Design microcode_sequencer, sky130hd; sources not shown.
Fig. 1: run 1, supply network
Scale: 4 px per um. Pins as bars on the die edge.
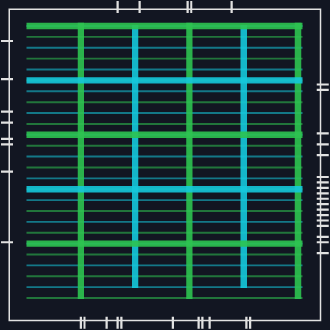
green -> VSS
cyan -> VDD
signal pins = 42
met4 straps = 5
met5 straps = 5
rows = 25
met1 rails = 26
Core Area: 4690 sq um
Max VDD drop: 0.332 mV

Fig. 2: run 1, cells coloured by class
Scale: 4 px per um. Fill, decap, tap and diode cells in grey.
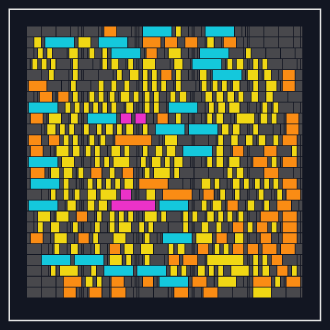
cyan -> sequential cells  # cells 24, share of their area 20%
orange -> remaining buffers and delay cells  # cells 68, share of their area 28%
magenta -> clock drivers and dummy loads  # cells 4, share of their area 2.2%
yellow -> remaining logic cells  # cells 235, share of their area 50%
Seq/total area: 0.199
Rows: 25
post-route cell area: 2420 sq um
Final Util: 0.515

Fig. 3: run 1, clock wires, drivers and flops
Scale: 8 px per um.
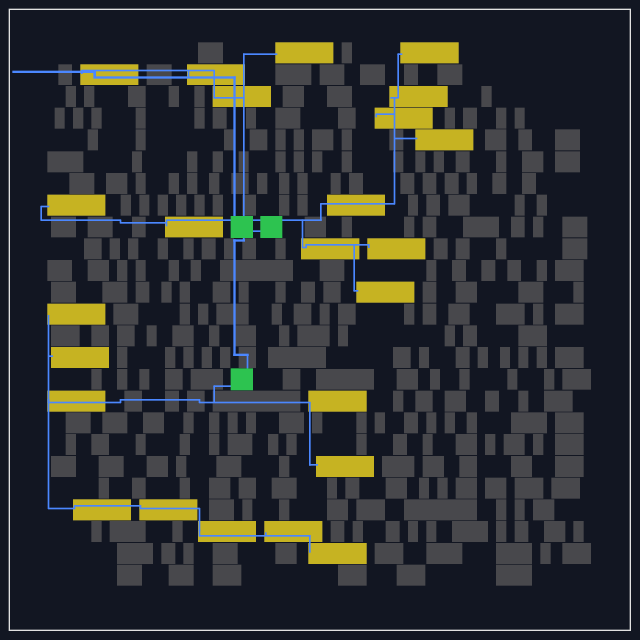
green -> clock-net drivers  # count 3
yellow -> flip-flops  # count 24
blue -> clock wires  # length 328 um
routed clock nets = 4
Clk pwr share: 0.323
Power Clock: 377 uW
clk_lat worst skew: 320 ps

Fig. 4: run 1, wiring by layer
Scale: 4 px per um. Two of the layers only.
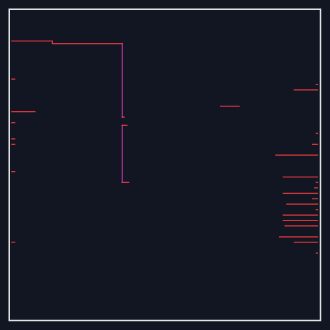
magenta -> M4  # wire length 32.6 um
red -> M3  # wire length 131 um
vias: 1912
wire per inst: 14.1 um

==> Changelog: implementation, run 1 <==
### Metrics

- Non-clock buffer share: 0.267
- Tap cells: 54
- Clock buffer count from CTS: 3
- Max FFs per register: 16
- Count of final hold-check violations: 0
- Area Overhead vs Synth: 43.3%
- Synth area leader: dfxtp_1
- DP Area: 2330 sq um
- WP data required: 1330 ps
- Grt ovf: 0
- Diodes inserted: 0
- Largest net degree at the start of global routing: 20
- Clock transition at path regs: 130 ps
- Logic pwr share: 0.218
- Internal power: 852 uW
- Fin crit share: 0.983
- Most numerous logic cell after layout: nand2_1
- Fin Hold WS: 486 ps
- Setup TNS: 0 ps
- Worst-Margin Slew: 351 ps
- Clock network area share: 0.0217
- Pre-CTS setup slack: -398 ps
- Hpwl dp: 4.25 mm
- Detailed Routing Iterations Pass 1: 4
- Crit path buf inv count: 1
- DRC: 0
- Top FF cell, synth: dfxtp_1
- First-pass GRT wire length: 9.36 mm
- P_leak: 1.10 nW
- Critical Path AT: 1300 ps
- # clk buffers: 3
- Share of layout cells above drive strength 1: 0.202
- Clock root buffer master: clkbuf_4
- Vias per Instance: 4.97
- Yosys aoi share: 0.127
- Sequential power share: 0.458
- Max Fanout on Critical Path: 2
- Post-Layout Cell Count: 385
- Rel. slew slack: 0.765
- Critical path type: reg -> out
- Min-delay worst type: reg -> reg
- DRT iter0 DRCs: 39
- Reg2Reg Setup Slack: 270 ps
- Initial antenna violation count: 0
- CP top delay family: buffers and inverters
- Crit path cell chain: clkdlybuf4s50_1
- Area share, top type: 0.285
- Simple share: 0.428
- Status: completed
- Mi-comb count: 207
- Max-cap check violation count: 0
- Nonclk buf count: 68
- Starting density of the core: 0.360
- Syn Nets: 290
- Port buffer count: 41
- Yosys reg bits: 24
- P_comb: 255 uW
- Top cell category: combinational gates
- Placer Congestion: 0.851
- Yosys warning tally: 0
- Seq power: 535 uW
- Top cells excl fill/tap: nand2_1 (85), nor2_1 (31), inv_1 (24), dfxtp_1 (24), buf_4 (24)
- XOR/XNOR share of the synthesized area: 0.0208
- Share of synthesized registers carrying an async set or reset: 0
- PD cells: 483 nW/um^2
- Non-clock inverter count in the final layout: 28
==> run 1: layer usage <==
metal	routed length, um	share of wire	GRT usage	up-vias
li1	-	-	-	968
met1	2400	0.44	0.217	910
met2	2850	0.53	0.367	30
met3	130	0.024	0.0244	4
met4	32	0.0059	0.0356	0
met5	0	0	0	-
==> run 1: cells in the mapped netlist, types with 3 or more instances <==
cell type and count:
a21oi_1 11, a21oi_2 11, dfxtp_1 24, ha_1 6, inv_1 25, inv_2 3
nand2_1 86, nand2_2 14, nand3_1 19, nand3b_1 3, nand4_1 5, nor2_1 31
nor2_4 3, o21ai_0 11
==> run 1: timing repair <==
item	in CTS	in global routing
hold buffers	0	0
pin swaps	0	1
gates cloned	0	1
hold endpoints to repair	0	0
setup endpoints to repair	37	24
gates resized	21	6
--- run 2 (diff from run 1) ---
Settings changed: MAX_ROUTING_LAYER set to met4.
Fig. 5: run 2, supply network
Scale: 4 px per um. Pins as bars on the die edge.
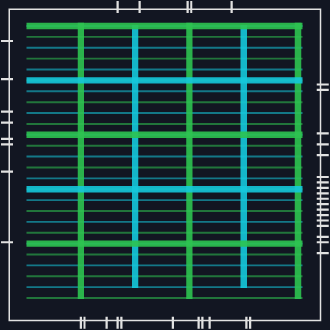
cyan -> VDD
green -> VSS
met4 straps = 5
met5 straps = 5
Die H: 77.4 um
die width: 77.4 um
Max VDD drop: 0.334 mV

==> Changelog: implementation, run 2 <==
### Metrics

- Synth cell count leaders: nand2_1 (86), nor2_1 (31), inv_1 (25), dfxtp_1 (24), nand3_1 (19)
- Setup TNS: 0 ps
- Rel. slew slack: 0.765
- Antenna Nets Post-Route: 0
- Worst-Margin Slew: 352 ps
- Yosys warning tally: 0
- Critical path type: reg -> out
- Post-route cell area: 2420 sq um
- Crit path buf inv count: 1
- Status: completed
- DRT iter0 DRCs: 39
- Fin crit share: 0.984
- Top cells excl fill/tap: nand2_1 (85), nor2_1 (31), inv_1 (24), dfxtp_1 (24), buf_4 (24)
- Rows: 25
- Yosys aoi share: 0.127
- Share of synthesized registers carrying an async set or reset: 0
- XOR/XNOR share of the synthesized area: 0.0208
- Seq power: 535 uW
- Clock transition at path regs: 130 ps
- WP data required: 1330 ps
- P_comb: 255 uW
- Worst Skew: 14.1 ps
- Area Overhead vs Synth: 43.3%
- Most numerous logic cell after layout: nand2_1
- Hpwl dp: 4.25 mm
- Starting density of the core: 0.360
- Largest net degree at the start of global routing: 20
- Clock root buffer master: clkbuf_4
- First-pass GRT wire length: 9.36 mm
- Share of layout cells above drive strength 1: 0.202
- Max FFs per register: 16
- Detailed Routing Iterations Pass 1: 4
- Crit path cell chain: clkdlybuf4s50_1
- Count of final hold-check violations: 0
- Mean Syn Cell Area: 6.35 sq um
- Grt ovf: 0
- Min-delay worst type: reg -> reg
- Placer Congestion: 0.865
- Sequential power share: 0.457
- Critical Path AT: 1300 ps
- Reg2Reg Setup Slack: 270 ps
- Clk pwr share: 0.325
- Fin Hold WS: 486 ps
- CP top delay family: buffers and inverters
- Max Fanout on Critical Path: 2
- Clock buffer count from CTS: 3
- Count leader, synth: nand2_1
- Final Util: 0.515
- Internal power: 852 uW
- Vias per Instance: 4.97
- Simple share: 0.428
- Initial antenna violation count: 0
- DRC: 0
- PD cells: 484 nW/um^2
- Clk_lat worst skew: 320 ps
- P_leak: 1.10 nW
- Syn Nets: 290
- Area share, top type: 0.285
- Synth area leader: dfxtp_1
- Port buffer count: 41
- Number of flops mapped to enable cells by yosys: 0
- Diodes inserted: 0
- Power Clock: 380 uW
- DP Area: 2330 sq um
- Top FF cell, synth: dfxtp_1
- Logic pwr share: 0.218
- Core Area: 4690 sq um
- Max-cap check violation count: 0
- Critical Path Stages: 1
Fig. 6: run 2, wiring by layer
Scale: 4 px per um. Two of the layers only.
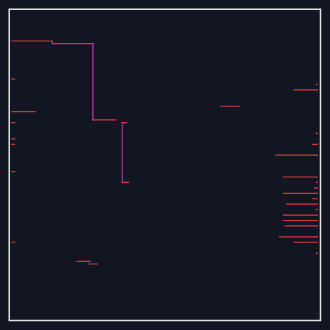
red -> M3  # wire length 135 um
magenta -> M4  # wire length 34.0 um
Global Route Usage Sum: 0.193
wire per inst: 14.1 um
Routed WL: 5.42 mm
vias: 1914

==> run 2: cell counts after synthesis <==
Identical to the previous run, type by type.
==> run 2: metrics by stage <==
step                setup slack, ps  cells
floorplan                       155    266
global placement               -343    380
detailed placement             -398    380
CTS                           -10.0    384
global route                   6.59    385
finish                         30.3    385
==> run 2: metal layers <==
metal	wire, um	global-route usage
met5	0	-
met4	34	0.0356
met3	134	0.0232
met2	2860	0.369
met1	2390	0.216
==> run 2: area by class of cell <==
class	instances	area [sq um]
fill	638	2270
tap	54	67.6
multi-input combinational	207	1070
timing repair buffer	68	647
clock inverter	1	30.0
sequential	24	480
clock buffer	3	22.5
inverter	28	105
==> run 2: repair_timing <==
action,4_1_cts,5_1_grt
resized,21,6
pin swaps,0,1
hold buffers,0,0
cloned,0,1
buffers inserted,0,0
endpoints found under the setup margin,37,24
No activity file was given, so power comes from the tool's default toggle rates.
